`config.mk`:
```
export PLATFORM = sky130hd
export DESIGN_NAME = captura_jogada
export DESIGN_NICKNAME = d
export VERILOG_FILES = /design/src/rtl/captura_jogada_pkg.sv /design/src/rtl/captura_jogada_sincronizador_2ff.sv /design/src/rtl/captura_jogada.sv
export SDC_FILE = /design/constraint.sdc
export NUM_CORES = 1
export LEC_CHECK = 0
export ABC_AREA = 1
export CAP_MARGIN = 15
export CORE_MARGIN = 2
export CORE_UTILIZATION = 30
export CTS_CLUSTER_DIAMETER = 80
export CTS_CLUSTER_SIZE = 16
export DETAILED_ROUTE_END_ITERATION = 10
export HOLD_SLACK_MARGIN = 0.1
export PLACE_DENSITY = 0.55
export RECOVER_POWER = 50
export SLEW_MARGIN = 20
export SYNTH_ARGS = -nofsm -noshare
export SYNTH_HDL_FRONTEND = slang
export SYNTH_SLANG_ARGS = --single-unit
export TNS_END_PERCENT = 20
```
`constraint.sdc`:
```
create_clock -name clock -period 3.1 [get_ports clock]
set_input_delay 0.62 -clock clock [delete_from_list [all_inputs] [get_ports clock]]
set_output_delay 0.62 -clock clock [all_outputs]
set_load 0.05 [all_outputs]
```
`src/rtl/captura_jogada_pkg.sv`:
```
// Shared definitions for the player input front end: FSM state codes,
// default debounce length and a one-hot test used on the synchronized buttons.
package captura_jogada_pkg;

  // 1 ms of stable level at a 50 MHz clock.
  localparam int DEBOUNCE_DEFAULT = 50000;

  // The codes are visible on db_estado, so the encoding is fixed.
  typedef enum logic [2:0] {
    OCIOSO         = 3'd0,
    ESPERA_PRESSAO = 3'd1,
    FILTRA_PRESSAO = 3'd2,
    CONFIRMA       = 3'd3,
    ESPERA_SOLTAR  = 3'd4,
    FILTRA_SOLTAR  = 3'd5
  } estado_t;

  // True when exactly one bit of the button vector is set.
  function automatic logic um_quente(input logic [3:0] v);
    return (v != 4'b0000) && ((v & (v - 4'd1)) == 4'b0000);
  endfunction

endpackage

```
`src/rtl/captura_jogada_sincronizador_2ff.sv`:
```
// Two-flop synchronizer bringing the asynchronous button levels into the
// clock domain. Both stages clear on reset so no stale press survives it.
module sincronizador_2ff #(
  parameter int WIDTH = 4
) (
  input  logic             clock,
  input  logic             reset,
  input  logic [WIDTH-1:0] d,
  output logic [WIDTH-1:0] q
);

  logic [WIDTH-1:0] meta;

  // Two back-to-back flops; the first may go metastable, the second filters it.
  // NOTE: non-blocking assignments make both stages sample the pre-edge values,
  // so the chain really is two flops deep and not collapsed into one.
  always_ff @(posedge clock or posedge reset) begin
    if (reset) begin
      meta <= '0;
      q    <= '0;
    end else begin
      meta <= d;
      q    <= meta;
    end
  end

endmodule

```
`src/rtl/captura_jogada.sv`:
```
// Player input front end: synchronizes and debounces the four buttons and,
// while the control unit is waiting for a play, accepts one clean one-hot
// press and presents it on jogada together with a one-cycle jogada_feita.
module captura_jogada
  import captura_jogada_pkg::*;
#(
  parameter int DEBOUNCE_CYCLES = DEBOUNCE_DEFAULT,
  parameter int CW              = 16
) (
  input  logic       clock,
  input  logic       reset,
  input  logic [3:0] botoes,
  input  logic       habilita,
  output logic [3:0] jogada,
  output logic       jogada_feita,
  output logic       tem_jogada,
  output logic [2:0] db_estado
);

  // Last counter value of a debounce window; the counter never goes past it.
  localparam logic [CW-1:0] ULTIMO = CW'(DEBOUNCE_CYCLES - 1);

  estado_t       estado;
  estado_t       proximo;
  logic [3:0]    bs;
  logic [3:0]    candidato;
  logic [CW-1:0] contador;
  logic          fim;

  sincronizador_2ff #(.WIDTH(4)) u_sincronizador (
    .clock (clock),
    .reset (reset),
    .d     (botoes),
    .q     (bs)
  );

  assign fim = (contador == ULTIMO);

  // State register.
  always_ff @(posedge clock or posedge reset) begin
    if (reset) estado <= OCIOSO;
    else       estado <= proximo;
  end

  // Next-state logic: press filter, then release filter, gated by habilita
  // only on the press side so a release is always tracked to completion.
  always_comb begin
    // NOTE: defaulting to the current state before the case keeps every path
    // assigned, so no latch is inferred for proximo.
    proximo = estado;
    case (estado)
      OCIOSO:
        if (habilita) proximo = ESPERA_PRESSAO;
      ESPERA_PRESSAO:
        if (!habilita)        proximo = OCIOSO;
        else if (um_quente(bs)) proximo = FILTRA_PRESSAO;
      FILTRA_PRESSAO:
        if (!habilita)            proximo = OCIOSO;
        else if (bs != candidato) proximo = ESPERA_PRESSAO;
        else if (fim)             proximo = CONFIRMA;
      CONFIRMA:
        proximo = ESPERA_SOLTAR;
      ESPERA_SOLTAR:
        if (bs == 4'b0000) proximo = FILTRA_SOLTAR;
      FILTRA_SOLTAR:
        if (bs != 4'b0000) proximo = ESPERA_SOLTAR;
        else if (fim)      proximo = habilita ? ESPERA_PRESSAO : OCIOSO;
      default:
        proximo = OCIOSO;
    endcase
  end

  // Debounce counter, press candidate and accepted code. jogada is loaded on
  // the edge that enters CONFIRMA so it is already valid during the pulse.
  always_ff @(posedge clock or posedge reset) begin
    if (reset) begin
      contador  <= '0;
      candidato <= 4'b0000;
      jogada    <= 4'b0000;
    end else begin
      case (estado)
        ESPERA_PRESSAO:
          if (habilita && um_quente(bs)) begin
            candidato <= bs;
            contador  <= '0;
          end
        FILTRA_PRESSAO:
          if (habilita && (bs == candidato)) begin
            if (fim) jogada   <= candidato;
            else     contador <= contador + CW'(1);
          end
        ESPERA_SOLTAR:
          if (bs == 4'b0000) contador <= '0;
        FILTRA_SOLTAR:
          if ((bs == 4'b0000) && !fim) contador <= contador + CW'(1);
        default: ;
      endcase
    end
  end

  // Moore outputs decoded from the current state.
  always_comb begin
    jogada_feita = (estado == CONFIRMA);
    tem_jogada   = (estado == CONFIRMA) || (estado == ESPERA_SOLTAR) ||
                   (estado == FILTRA_SOLTAR);
    db_estado    = estado;
  end

endmodule

```
Signal wires by layer:
Drawn at 6 px/um. Two of the layers only.
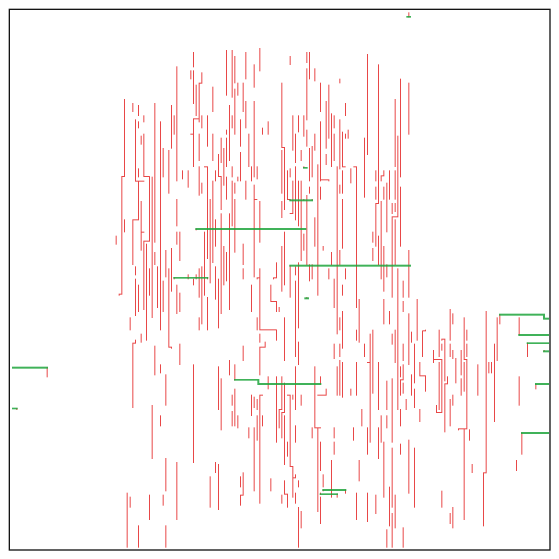
| color | layer | wire length |
|---|---|---|
| red | met2 | 2190 um |
| green | met3 | 100 um |
Routed WL: 4730 um
GRT Overall Usage: 12.6%

==> summary.txt <==
flow finished, numbers: floorplan utilization 30.7%, wl on met1 2370 um, Max clock buf depth 2, R2R cell count 9, Synth cell types 27, Yosys Chip Area 2210 um2, LEAKAGE 1.20 nW, main flop type dfrtp_1, Final Setup Violations 0, Clk Latency, worst-skew pair 0.30 ns, FF-to-FF Start contador[0], # port buffers 15, wire per inst 10.9 um, postcts setup bufs 0, Avg Inst Size Synth 6.98 um2, Mapped Area 2210 um2, met2 WL 2190 um, most frequent cells in the layout 100 x nand2_1, 46 x nor2_1, 35 x dfrtp_1, CP required 2.48 ns, DIE AREA 8080 um2, worst clock skew 0.0123 ns, Yosys reg bits 35, pwr/cell area 718 nW/um2, DR top layer met4, Core Rows 31, maximum capacitance violations 0, largest fanout on the critical path 6, setup_tns 0 ns, initial antenna violation count 0, io pins 16, GR Util met1 16.9%, Max VDD drop 0.000275 V, hold depth 0, H-tree Lvls 2, total gr overflow 0, M3 GR Usage 2.10%, ys async rst share 100%, worst slew pin tran 0.510 ns, Power, Total 1.84 mW, routed wl met3 100 um, CP Capture Type primary output, total number of vias 1931, RSZ-0062 raised after global routing false, most used routing layer met2, RD Place Congestion 0.832, area grow syn2layout 16.1%, Hold Crit Class reg -> reg, hold path start u_sincronizador.meta[0], fraction of layout cells with a size suffix above 1 14.5%, Pins Over Slew Limit 0, EDFF count, synth 0, tool warnings 26, CP arrival 2.00 ns, f_max 382 MHz, root buf cell clkbuf_8, status complete, no violations, relative slew slack 66.0%, number of flip-flops in the largest register 16, Top cell excl fill/tap nand2_1, die x size 89.9 um, CTS Buf Count 5, Resized cells post-CTS 0, Nets 344, Synth Seq Share 39.6%, cells in synth_stat.txt 317
Wires at chosen ports, followed through buffers:
Drawn at 3 px/um.
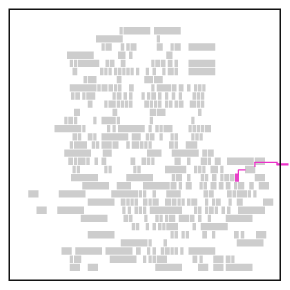
| color | port | bits | direction | edge | end cells | wire |
|---|---|---|---|---|---|---|
| magenta | tem_jogada | 1 | output | right | 1 | 14.3 um |

[cell families after synthesis]
logic type | Yosys count | synth area share (%)
flops | 35 | 39.6
compound gates | 19 | 4.58
simple gates | 213 | 44.1
xor+xnor | 7 | 2.77
fa+ha+maj | 1 | 0.566
buf+inv | 42 | 8.37
[power by group]
group / internal [mW] / switching, mW / leakage [nW]
sequential: 0.512 / 0.0577 / 0.461
combinational: 0.241 / 0.606 / 0.689
clock: 0.242 / 0.184 / 0.0548
total: 0.996 / 0.847 / 1.20
[per-stage QoR]
stage	utilization (%)	hold slack, ns	instances	worst slack [ns]	instance area, um2
2_1_floorplan	-	0.331	317	0.0409	2210
3_3_place_gp	34.0	0.331	428	0.790	2450
3_5_place_dp	34.0	0.336	428	0.759	2450
4_1_cts	35.6	0.355	436	0.471	2570
5_1_grt	35.6	0.360	436	0.355	2570
6_report	35.6	0.351	436	0.481	2570
[area by class of cell]
type,instances,area (um2)
tap,99,124
inverter,38,145
sequential,35,876
multi-input combinational,240,1150
clock inverter,3,46.3
timing repair buffer,16,158
clock buffer,5,68.8
fill,824,4650
[synth_stat cells (2+ instances only)]
library cell	instances	area (um2)
nor3_1	4	20.0
dfrtp_1	35	876
nand3_1	30	150
inv_2	12	45.0
inv_1	24	90.1
nor2_1	46	173
xor2_1	7	61.3
nor3b_1	2	15.0
a21oi_1	3	15.0
o21ai_0	13	65.1
nand2_2	17	106
buf_4	2	15.0
nor2_2	3	18.8
nand3_2	3	30.0
nand2_1	100	375
nand4_1	4	25.0
nor2_4	2	22.5
[critical path, stage by stage, from the launching register on]
cell             delay, ns
dfrtp_1               0.45
inv_2                 0.11
nand2_2               0.08
nor2_2                0.13
nor2_1                0.07
nand2_1               0.06
clkdlybuf4s50_1       0.80
Power and IR drop assume default switching activity.
